$ cat config.mk
export PLATFORM = sky130hd
export DESIGN_NAME = pong_renderer_flat
export DESIGN_NICKNAME = d
export VERILOG_FILES = /design/src/rtl/pong_pkg.sv /design/src/rtl/pong_renderer_if.sv /design/src/rtl/pong_column_byte.sv /design/src/rtl/pong_renderer.sv /design/src/flat_wrapper.sv
export SDC_FILE = /design/constraint.sdc
export NUM_CORES = 1
export LEC_CHECK = 0
export CAP_MARGIN = 25
export CORE_ASPECT_RATIO = 1.75
export CORE_MARGIN = 2
export CORE_UTILIZATION = 28
export DETAILED_ROUTE_END_ITERATION = 10
export PLACE_DENSITY = 0.5
export SLEW_MARGIN = 20
export SYNTH_ARGS = -nofsm -noshare
export SYNTH_HDL_FRONTEND = slang
export SYNTH_SLANG_ARGS = --single-unit
$ cat constraint.sdc
create_clock -name i_clk -period 4.9 [get_ports i_clk]
set_input_delay 0.49 -clock i_clk [delete_from_list [all_inputs] [get_ports i_clk]]
set_output_delay 0.49 -clock i_clk [all_outputs]
set_load 0.01 [all_outputs]
$ cat src/rtl/pong_pkg.sv
// pong_pkg: shared constants, object-table layout and render state encoding
// for the pong renderer and its neighbours (game logic, display driver).
package pong_pkg;

  // Screen geometry: 128 columns by 64 rows, stored as 8 pages of 8 rows.
  localparam int SCREEN_W    = 128;
  localparam int SCREEN_H    = 64;
  localparam int PAGES       = SCREEN_H / 8;
  localparam int FRAME_BYTES = SCREEN_W * PAGES;

  // Object geometry in pixels.
  localparam int PADDLE_W  = 2;
  localparam int BALL_SIZE = 2;

  // Object RAM layout.
  localparam int OBJ_BYTES = 8;
  localparam logic [4:0] ADDR_P1_X   = 5'd0;
  localparam logic [4:0] ADDR_P1_Y   = 5'd1;
  localparam logic [4:0] ADDR_P1_H   = 5'd2;
  localparam logic [4:0] ADDR_P2_X   = 5'd3;
  localparam logic [4:0] ADDR_P2_Y   = 5'd4;
  localparam logic [4:0] ADDR_P2_H   = 5'd5;
  localparam logic [4:0] ADDR_BALL_X = 5'd6;
  localparam logic [4:0] ADDR_BALL_Y = 5'd7;

  // Key codes shared with the game-logic block.
  localparam logic [7:0] KEY_NONE    = 8'h00;
  localparam logic [7:0] KEY_P1_UP   = 8'h01;
  localparam logic [7:0] KEY_P1_DOWN = 8'h02;
  localparam logic [7:0] KEY_P2_UP   = 8'h04;
  localparam logic [7:0] KEY_P2_DOWN = 8'h08;

  // Render controller states.
  typedef enum logic [1:0] {
    ST_IDLE   = 2'd0,
    ST_FETCH  = 2'd1,
    ST_STREAM = 2'd2
  } render_state_t;

  // Snapshot of the object table, field order matches the RAM map.
  typedef struct packed {
    logic [7:0] p1_x;
    logic [7:0] p1_y;
    logic [7:0] p1_h;
    logic [7:0] p2_x;
    logic [7:0] p2_y;
    logic [7:0] p2_h;
    logic [7:0] ball_x;
    logic [7:0] ball_y;
  } obj_table_t;

  // True when v lies in [lo, lo+len-1]; all arithmetic is 9 bits so lo+len
  // never wraps, and len=0 yields an empty span.
  function automatic logic span_hit(input logic [8:0] v, input logic [7:0] lo,
                                    input logic [8:0] len);
    return ({1'b0, lo} <= v) && (v < ({1'b0, lo} + len));
  endfunction

endpackage

$ cat src/rtl/pong_renderer_if.sv
// pong_renderer_if: byte stream from the renderer to the display driver.
// Handshake: a byte moves on a rising edge where o_valid && i_ready; while
// o_valid is high and i_ready low, o_data/o_last hold, and o_valid only
// drops after a transfer.
interface pong_renderer_if;
  logic [7:0] o_data;
  logic       o_valid;
  logic       i_ready;
  logic       o_last;

  modport master (output o_data, output o_valid, output o_last, input i_ready);
  modport slave  (input o_data, input o_valid, input o_last, output i_ready);
endinterface

$ cat src/rtl/pong_column_byte.sv
// pong_column_byte: combinational pixel generator for one 8-row column slice.
// Bit k of o_byte is pixel (i_col, i_page*8+k). Optional macro
// PONG_RENDER_BORDER_EN lights row 3 across the whole screen.
module pong_column_byte
  import pong_pkg::*;
(
  input  obj_table_t i_snap,
  input  logic [6:0] i_col,
  input  logic [2:0] i_page,
  output logic [7:0] o_byte
);

  logic [8:0] w_col;
  logic       w_p1_col;
  logic       w_p2_col;
  logic       w_ball_col;
  logic [7:0] w_p1_rows;
  logic [7:0] w_p2_rows;
  logic [7:0] w_ball_rows;
  logic [7:0] w_objects;

  assign w_col      = {2'b00, i_col};
  assign w_p1_col   = span_hit(w_col, i_snap.p1_x,   9'(PADDLE_W));
  assign w_p2_col   = span_hit(w_col, i_snap.p2_x,   9'(PADDLE_W));
  assign w_ball_col = span_hit(w_col, i_snap.ball_x, 9'(BALL_SIZE));

  // One row comparator per rectangle for each of the 8 rows in the page.
  for (genvar k = 0; k < 8; k++) begin : g_row
    logic [8:0] w_row;
    assign w_row          = {3'b000, i_page, 3'(k)};
    assign w_p1_rows[k]   = span_hit(w_row, i_snap.p1_y,   {1'b0, i_snap.p1_h});
    assign w_p2_rows[k]   = span_hit(w_row, i_snap.p2_y,   {1'b0, i_snap.p2_h});
    assign w_ball_rows[k] = span_hit(w_row, i_snap.ball_y, 9'(BALL_SIZE));
  end

  assign w_objects = ({8{w_p1_col}}   & w_p1_rows)
                   | ({8{w_p2_col}}   & w_p2_rows)
                   | ({8{w_ball_col}} & w_ball_rows);

`ifdef PONG_RENDER_BORDER_EN
  // Score-area separator: row 3 sits in page 0, bit 3.
  logic [7:0] w_border;
  assign w_border = (i_page == 3'd0) ? 8'h08 : 8'h00;
  assign o_byte   = w_objects | w_border;
`else
  assign o_byte = w_objects;
`endif

endmodule

$ cat src/rtl/pong_renderer.sv
// pong_renderer: fetches the 8-byte object table into a frozen snapshot,
// then streams one 128x64 frame as 1024 page-ordered bytes per request.
// Optional macro PONG_RENDER_BORDER_EN (handled in pong_column_byte) adds
// a lit separator on row 3.
module pong_renderer
  import pong_pkg::*;
(
  input  logic            i_clk,
  input  logic            i_rst,
  input  logic            i_frame_req,
  output logic [4:0]      o_ram_address,
  input  logic [7:0]      i_ram_data,
  output logic            o_busy,
  pong_renderer_if.master stream,
  output render_state_t   o_dbg_state
);

  render_state_t r_state;
  render_state_t w_state_next;

  // r_cnt counts edges spent in FETCH: address r_cnt is driven while
  // r_cnt<=7 and the byte for address r_cnt-1 is captured while 1<=r_cnt<=8.
  logic [3:0] r_cnt;
  logic [7:0] r_snap [0:7];
  logic [9:0] r_idx;
  logic [7:0] r_data;
  logic       r_valid;
  logic       r_last;

  logic       w_capture;
  logic       w_load;
  logic       w_advance;
  logic       w_finish;
  logic [2:0] w_slot;
  logic [9:0] w_next_idx;
  logic [7:0] w_byte;
  obj_table_t w_snap;

  assign w_snap = '{p1_x:   r_snap[0], p1_y:   r_snap[1], p1_h: r_snap[2],
                    p2_x:   r_snap[3], p2_y:   r_snap[4], p2_h: r_snap[5],
                    ball_x: r_snap[6], ball_y: r_snap[7]};

  assign w_slot     = 3'(r_cnt - 4'd1);
  assign w_next_idx = w_load ? 10'd0 : (r_idx + 10'd1);

  pong_column_byte u_column_byte (
    .i_snap (w_snap),
    .i_col  (w_next_idx[6:0]),
    .i_page (w_next_idx[9:7]),
    .o_byte (w_byte)
  );

  // State register.
  always_ff @(posedge i_clk) begin
    if (i_rst) r_state <= ST_IDLE;
    else       r_state <= w_state_next;
  end

  // Next-state logic and per-cycle datapath controls.
  always_comb begin
    w_state_next = r_state;
    w_capture    = 1'b0;
    w_load       = 1'b0;
    w_advance    = 1'b0;
    w_finish     = 1'b0;
    unique case (r_state)
      ST_IDLE: begin
        if (i_frame_req) w_state_next = ST_FETCH;
      end
      ST_FETCH: begin
        w_capture = (r_cnt >= 4'd1) && (r_cnt <= 4'd8);
        if (r_cnt == 4'd9) begin
          w_load       = 1'b1;
          w_state_next = ST_STREAM;
        end
      end
      ST_STREAM: begin
        if (r_valid && stream.i_ready) begin
          if (r_last) begin
            w_finish     = 1'b1;
            w_state_next = ST_IDLE;
          end else begin
            w_advance = 1'b1;
          end
        end
      end
      default: w_state_next = ST_IDLE;
    endcase
  end

  // Fetch sequencer: counts only while fetching, parked at 0 otherwise.
  always_ff @(posedge i_clk) begin
    if (i_rst)                  r_cnt <= 4'd0;
    else if (r_state == ST_FETCH) r_cnt <= r_cnt + 4'd1;
    else                        r_cnt <= 4'd0;
  end

  // Snapshot capture; untouched during STREAM so the frame cannot tear.
  always_ff @(posedge i_clk) begin
    if (i_rst) begin
      for (int i = 0; i < OBJ_BYTES; i++) r_snap[i] <= 8'h00;
    end else if (w_capture) begin
      r_snap[w_slot] <= i_ram_data;
    end
  end

  // Output byte register: loads byte 0 after the fetch, the next byte after
  // each transfer, and holds otherwise.
  always_ff @(posedge i_clk) begin
    if (i_rst) begin
      r_idx   <= 10'd0;
      r_data  <= 8'h00;
      r_valid <= 1'b0;
      r_last  <= 1'b0;
    end else if (w_load || w_advance) begin
      r_idx   <= w_next_idx;
      r_data  <= w_byte;
      r_valid <= 1'b1;
      r_last  <= (w_next_idx == 10'(FRAME_BYTES - 1));
    end else if (w_finish) begin
      r_valid <= 1'b0;
      r_last  <= 1'b0;
    end
  end

  assign o_ram_address = ((r_state == ST_FETCH) && (r_cnt <= 4'd7)) ? {2'b00, r_cnt[2:0]} : 5'd0;
  assign o_busy        = (r_state != ST_IDLE);
  assign o_dbg_state   = r_state;
  assign stream.o_data  = r_data;
  assign stream.o_valid = r_valid;
  assign stream.o_last  = r_last;

endmodule
$ cat src/flat_wrapper.sv
// flat-port wrapper written by rule: the top's interface ports become plain ports
module pong_renderer_flat import pong_pkg::*;
  (i_clk, i_rst, i_frame_req, o_ram_address, i_ram_data, o_busy, o_dbg_state, stream_o_data, stream_o_valid, stream_o_last, stream_i_ready);
  pong_renderer_if stream_i ();
  input  logic i_clk;
  input  logic i_rst;
  input  logic i_frame_req;
  output logic [4:0] o_ram_address;
  input  logic [7:0] i_ram_data;
  output logic o_busy;
  output render_state_t o_dbg_state;
  output wire logic [$bits(stream_i.o_data)-1:0] stream_o_data;
  output wire logic [$bits(stream_i.o_valid)-1:0] stream_o_valid;
  output wire logic [$bits(stream_i.o_last)-1:0] stream_o_last;
  input wire logic [$bits(stream_i.i_ready)-1:0] stream_i_ready;
  assign stream_o_data = stream_i.o_data;
  assign stream_o_valid = stream_i.o_valid;
  assign stream_o_last = stream_i.o_last;
  assign stream_i.i_ready = stream_i_ready;
  pong_renderer u_core (.i_clk(i_clk), .i_rst(i_rst), .i_frame_req(i_frame_req), .o_ram_address(o_ram_address), .i_ram_data(i_ram_data), .o_busy(o_busy), .stream(stream_i), .o_dbg_state(o_dbg_state));
endmodule
Run 1, port wiring:
Scale: 3 px per um.
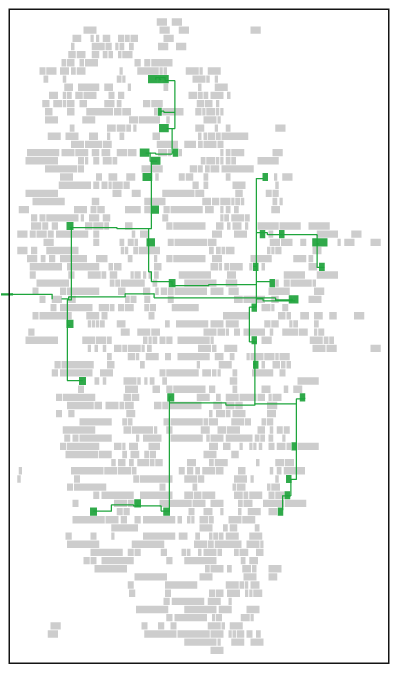
| color | port | direction | end cells | buffers | wire |
|---|---|---|---|---|---|
| green | `i_rst` | input | 37 | 2 | 610 um |
number of placed I/O pins: 30
number of buffers added on ports: 27

Run 1, register map, names as in the netlist:
Scale: 3 px per um.
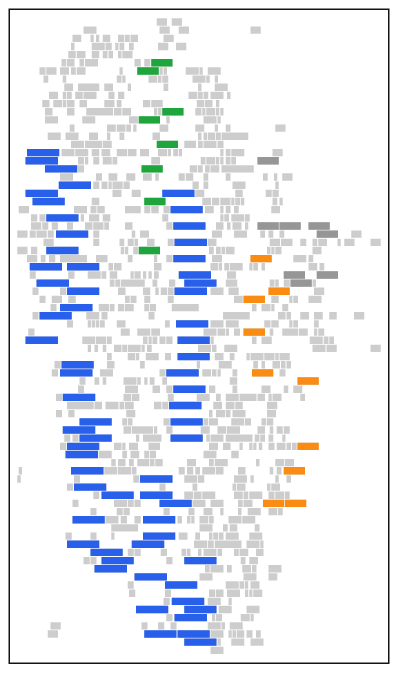
| color | name in the netlist | placed flops |
|---|---|---|
| green | `u_core.stream.o_data` | 8 |
| orange | `u_core.r_idx` | 10 |
| blue | `u_core.r_snap` | 64 |
not colored: 8

==> flow_summary.toml, run 1 <==
# flow metrics
[synth]
yosys.area_share.simple_pct = 23.0
post_synth_ao_oa_area_fraction_pct = 16.1
synth_warn = 0
synth.top_cells.by_count = "91 x ha_1, 70 x and2_1, 64 x edfxtp_1"
yosys_instances = 773
synth_xor_xnor_area_share_pct = 5.03
sequential_fraction_of_the_synthesis_area_pct = 33.5
netlist_top_cells_area = "edfxtp_1 26%, ha_1 16%, dfxtp_1 7.1%"
yosys_most_used_dff = "edfxtp_1"
post_synth_mux_area_share_pct = 1.42
synthMostInstantiatedCell = "ha_1"
yosysChipArea_um2 = 7290
synth.avg_cell_area_um2 = 9.44
ffs_w_async_s_r_synth_pct = 0
netlist-cell-type-count = 86
post_synth_main_logic_family = "simple AND/OR/NAND/NOR gates"
synth_area_leader_cell = "edfxtp_1"
synth_largest_type_area_fraction_pct = 26.3
number_of_synthesized_flops_with_an_enable_pin = 64
netlist_instances = 773
post_synth_instance_area_um2 = 7290

[timing]
finalClockPeriodUsage_pct = 79.7
finalSetupViolations = 0
post-route-worst-setup-slack_ns = 0.996
fin_crit_ns = 3.90
fin_skew_ns = 0.0113
relSlewSlack_pct = 44.3
rsz0062_at_grt = "false"
final.hold.worst_slack_ns = 0.473

[worst_setup_path]
critical_path_sink_type = "register"
crit-reg2reg-launch = "u_core.r_cnt[1]"
critical_path.max_stage_delay_ns = 0.41
worst_path_top_cell_family_by_delay = "AND-OR/OR-AND gates"
rr_worst_depth = 16
crit_path_end = "u_core.stream.o_data[2]"
worst_setup_path_startpoint = "u_core.r_cnt[1]"
worstSetupStartpointType = "register"
cp_data_required_time_ns = 5.22
reg2reg_setup_slack_ns = 1.0
worst-path-stages = 16
cp.arrival_ns = 4.22
slowest_stage = "or2_2"

[cells_and_area]
clockNetworkAreaShare_pct = 3.56
layout_top_cells = "91 x ha_1, 70 x and2_1, 64 x edfxtp_1"
final_common_cell = "ha_1"
buffers = 38
area_delta_synth_final_pct = 12.9
seqCellArea_um2 = 2440
finalNetCount = 912
share_of_final_layout_standard_cells_stronger_than_drive_strength_1_pct = 8.13
final.clkbuf_count = 10
buffer_area_share_pct = 4.28
sh_seq_area_pct = 29.7
area_dominant_class = "combinational gates"
largest_reg_flops = 64
post-route-util_pct = 32.0
post_layout_nonfiller_instances = 1132
flop-count = 90
inverters_excl_clock = 41
antenna_cells = 0

[placement]
placement_setup_slack_ns = 0.973
detailed_placement_wirelength_estimate_mm = 17.6
routabilityCongestion = 0.852
dpl-instance-area_um2 = 7940
placed_cells_incl_taps = 1116

[floorplanning]
die_y_um = 218
chipWidth_um = 126
nWellTaps = 320
floorplan.initialDensity_pct = 28.3
chip_area_um2 = 27400
num_rows = 78
coreArea_um2 = 25800

[power_and_ir_drop]
seq-power_w = 0.000863
power.share.clock_pct = 39.2
power_report.internal_total_w = 0.00133
power.clock.total_w = 0.000721
max-vdd-ir-drop_mv = 0.187
pwr_density_cell_nw_per_um2 = 223
share_comb_of_total_power_pct = 13.9
power.sequential.fraction_pct = 46.9
power_combinational_w = 0.000256

[global_route]
global_route_wire_length_before_repair_mm = 34.4
groute.usage.overall_pct = 16.7
groute.layer.met3.usage_pct = 2.45
grt_antenna_before_repair = 0
gr-max-usage-layer = "met2"
grt_start_max_net_pins = 37
grt_overflow = 0

[route]
routed_wirelength_mm = 22.1
first_iter_violations = 200
wl_met1_mm = 7.69
post_drt_via_cell_ratio = 5.16
vias = 5843
routed-wl-met2_mm = 13.0
highest_layer = "met4"
drc = 0
wl_per_cell_um = 19.6
ant_nets = 0

[clock_network]
cts_buffers = 9
clock_insertion_delay_worst_skew_ns = 0.37
cts_post_setup_buffers_inserted = 0
postCtsResizedCells = 0
cts_num_sinks = 90
clkSlewWorstSetupHoldPaths_ns = 0.07
cts.hold.buffers_added = 0
cts_tree = "built"

[job]
number_of_max_capacitance_violations_reported = 0
warning_count = 46

[run_status]
outcome = "completed"

[worst_hold_path]
min_to = "u_core.r_idx[9]"
Run 1, wire density map:
Scale: 2 px per um. The die is cut into 13 by 22 equal tiles; dark blue is low, red is high, scaled to the fullest tile. Values are wire area over tile area, all layers added.
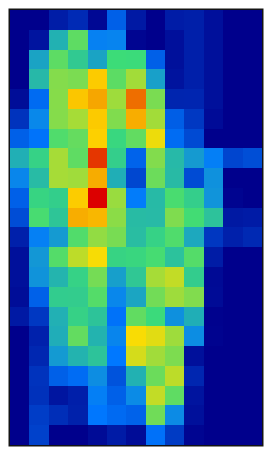
nearly empty tiles: 22%
densest ninth of the die: center
mean over tiles: 0.13
emptiest ninth of the die: upper right
tiles over half the peak: 25%

==> run 1 -> run 2 <==
--- a/config.mk
+++ b/config.mk
@@ -10,7 +10,7 @@
 export CORE_MARGIN = 2
 export CORE_UTILIZATION = 28
 export DETAILED_ROUTE_END_ITERATION = 10
-export PLACE_DENSITY = 0.5
+export PLACE_DENSITY = 0.51
 export SLEW_MARGIN = 20
 export SYNTH_ARGS = -nofsm -noshare
 export SYNTH_HDL_FRONTEND = slang
==> constraint.sdc (replaced) <==
create_clock -name i_clk -period 3.2 [get_ports i_clk]
set_input_delay 0.32 -clock i_clk [delete_from_list [all_inputs] [get_ports i_clk]]
set_output_delay 0.32 -clock i_clk [all_outputs]
set_load 0.01 [all_outputs]
Run 2, register map, names as in the netlist:
Scale: 3 px per um.
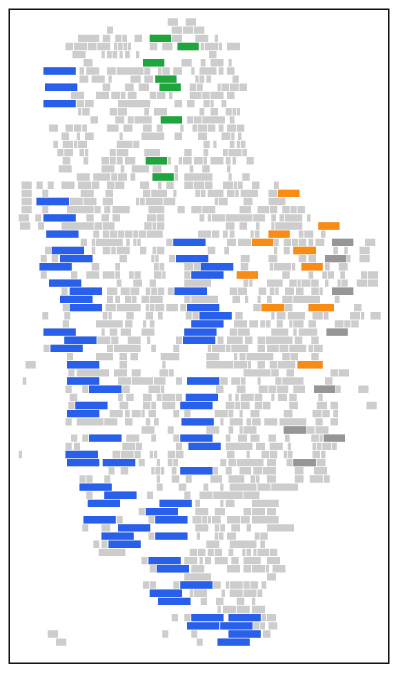
| color | name in the netlist | placed flops |
|---|---|---|
| green | `u_core.stream.o_data` | 8 |
| orange | `u_core.r_idx` | 10 |
| blue | `u_core.r_snap` | 64 |
not colored: 8
sequential power: 0.00131 W
Layout Utilization: 37.4%
area taken by flip-flops and latches: 2450 um^2
sequential fraction of total cell area: 25.5%

==> flow_summary.toml, run 2 <==
# flow metrics
[synth]
yosys_instances = 773
sequential_fraction_of_the_synthesis_area_pct = 33.5
synth-adder-area-share_pct = 17.3
yosys.area_share.simple_pct = 23.0
postSynthRegisterBits = 90
synth_area_leader_cell = "edfxtp_1"
netlist_top_cells_area = "edfxtp_1 26%, ha_1 16%, dfxtp_1 7.1%"
synth_xor_xnor_area_share_pct = 5.03
yosys_most_used_dff = "edfxtp_1"
synth.top_cells.by_count = "91 x ha_1, 70 x and2_1, 64 x edfxtp_1"
netlist-cell-type-count = 86
netlist_instances = 773
yosysChipArea_um2 = 7290
synthMostInstantiatedCell = "ha_1"
synth_warn = 0
post_synth_mux_area_share_pct = 1.42
number_of_synthesized_flops_with_an_enable_pin = 64
post_synth_main_logic_family = "simple AND/OR/NAND/NOR gates"
ffs_w_async_s_r_synth_pct = 0
post_synth_instance_area_um2 = 7290
post_synth_ao_oa_area_fraction_pct = 16.1
synth.avg_cell_area_um2 = 9.44
synth_largest_type_area_fraction_pct = 26.3

[job]
number_of_max_capacitance_violations_reported = 0
warning_count = 48

[power_and_ir_drop]
power_report.internal_total_w = 0.00224
power_combinational_w = 0.000474
max-vdd-ir-drop_mv = 0.285
share_comb_of_total_power_pct = 15.7
power.share.clock_pct = 40.9
power.clock.total_w = 0.00124
pwr_density_cell_nw_per_um2 = 314
power.group.top = "sequential cells"
power.sequential.fraction_pct = 43.5

[worst_setup_path]
cells_along_the_critical_path = "inv_2, ha_4, and3b_2, and2_4, or2_4, ha_4, a211o_1, o211ai_1, nand3_1, a221oi_2, buf_4, o311ai_4, buf_4, o31ai_4, a41oi_2, o21ai_2"
crit_path_end = "u_core.stream.o_data[1]"
worst-path-stages = 16
cp_data_required_time_ns = 3.49
critical_path.max_stage_delay_ns = 0.33
crit-reg2reg-launch = "u_core.r_cnt[1]"
slowest_stage = "dfxtp_2"
reg2reg_setup_slack_ns = -0.08
worst_path_top_cell_family_by_delay = "AND-OR/OR-AND gates"
worst_setup_path_startpoint = "u_core.r_cnt[1]"
worstSetupStartpointType = "register"
cp.arrival_ns = 3.57
worst-setup-path-type = "reg -> reg"
crit_fanout = 4
rr_worst_depth = 16
critical_path_sink_type = "register"

[placement]
placed_cells_incl_taps = 1197
detailed_placement_wirelength_estimate_mm = 18.0
buffer_ports.inserted = 27
routabilityCongestion = 0.887
placement_setup_slack_ns = -0.314
dpl-instance-area_um2 = 8600

[clock_network]
cts_buffers = 9
cts_tree = "built"
cts.hold.buffers_added = 0
cts_num_sinks = 90
clock_insertion_delay_worst_skew_ns = 0.37
clkSlewWorstSetupHoldPaths_ns = 0.07
postCtsResizedCells = 59
cts_post_setup_buffers_inserted = 5

[timing]
relSlewSlack_pct = 58.0
fin_crit_ns = 3.28
finalClockPeriodUsage_pct = 102
final.hold.worst_slack_ns = 0.478
fin_skew_ns = 0.0114
finalHoldViolations = 0
finalSetupViolations = 3
post-route-worst-setup-slack_ns = -0.0800
final-max-slew-violation-count = 0
rsz0062_at_grt = "true"

[cells_and_area]
largest-register = "u_core.r_snap"
inverters_excl_clock = 41
layout.area.comb_um2 = 5200
share_of_final_layout_standard_cells_stronger_than_drive_strength_1_pct = 27.5
antenna_cells = 0
clockNetworkAreaShare_pct = 3.54
final.clkbuf_count = 9
flop-count = 90
largest_reg_flops = 64
sh_comb_area_pct = 53.9
finalNetCount = 1006
layout_top_cells = "100 x buf_4, 72 x ha_1, 69 x and2_1"
final_common_cell = "buf_4"
buffers = 132
area_delta_synth_final_pct = 32.2
stdcell_area_um2 = 9650
area_dominant_class = "combinational gates"
buffer_area_share_pct = 11.2

[global_route]
gr-max-usage-layer = "met2"
grt_overflow = 0
gr-usage-met1_pct = 16.0
groute.layer.met3.usage_pct = 2.38
grt_antenna_before_repair = 0
global_route_wire_length_before_repair_mm = 35.5
grt_start_max_net_pins = 36
first_global_vias = 6602
groute.usage.overall_pct = 17.0

[run_status]
violations = "negative setup slack"
outcome = "finished with violations"

[route]
routed_wirelength_mm = 22.8
routed-wl-met2_mm = 12.9
wl_met1_mm = 8.10
ant_nets = 0
vias = 6279
post_drt_via_cell_ratio = 5.12
drc = 0
first_iter_violations = 264
highest_layer = "met4"
wl_per_cell_um = 18.6

[floorplanning]
chipWidth_um = 126
num_rows = 78
chip_area_um2 = 27400
floorplan.initialDensity_pct = 28.3
die_y_um = 218
boundaryPins = 30

[worst_hold_path]
min_to = "u_core.r_idx[9]"
Run 2, cell outlines without signal wires:
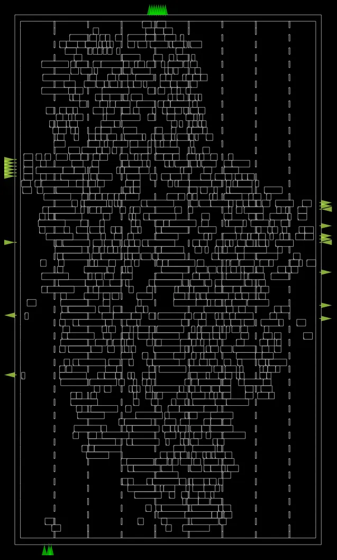
floorplan core area: 25800 um^2
number of standard cells in the layout, taps in and fillers out: 1226
well-tap cell count: 320
Filler cells: 2619

Power and IR drop assume default switching activity.
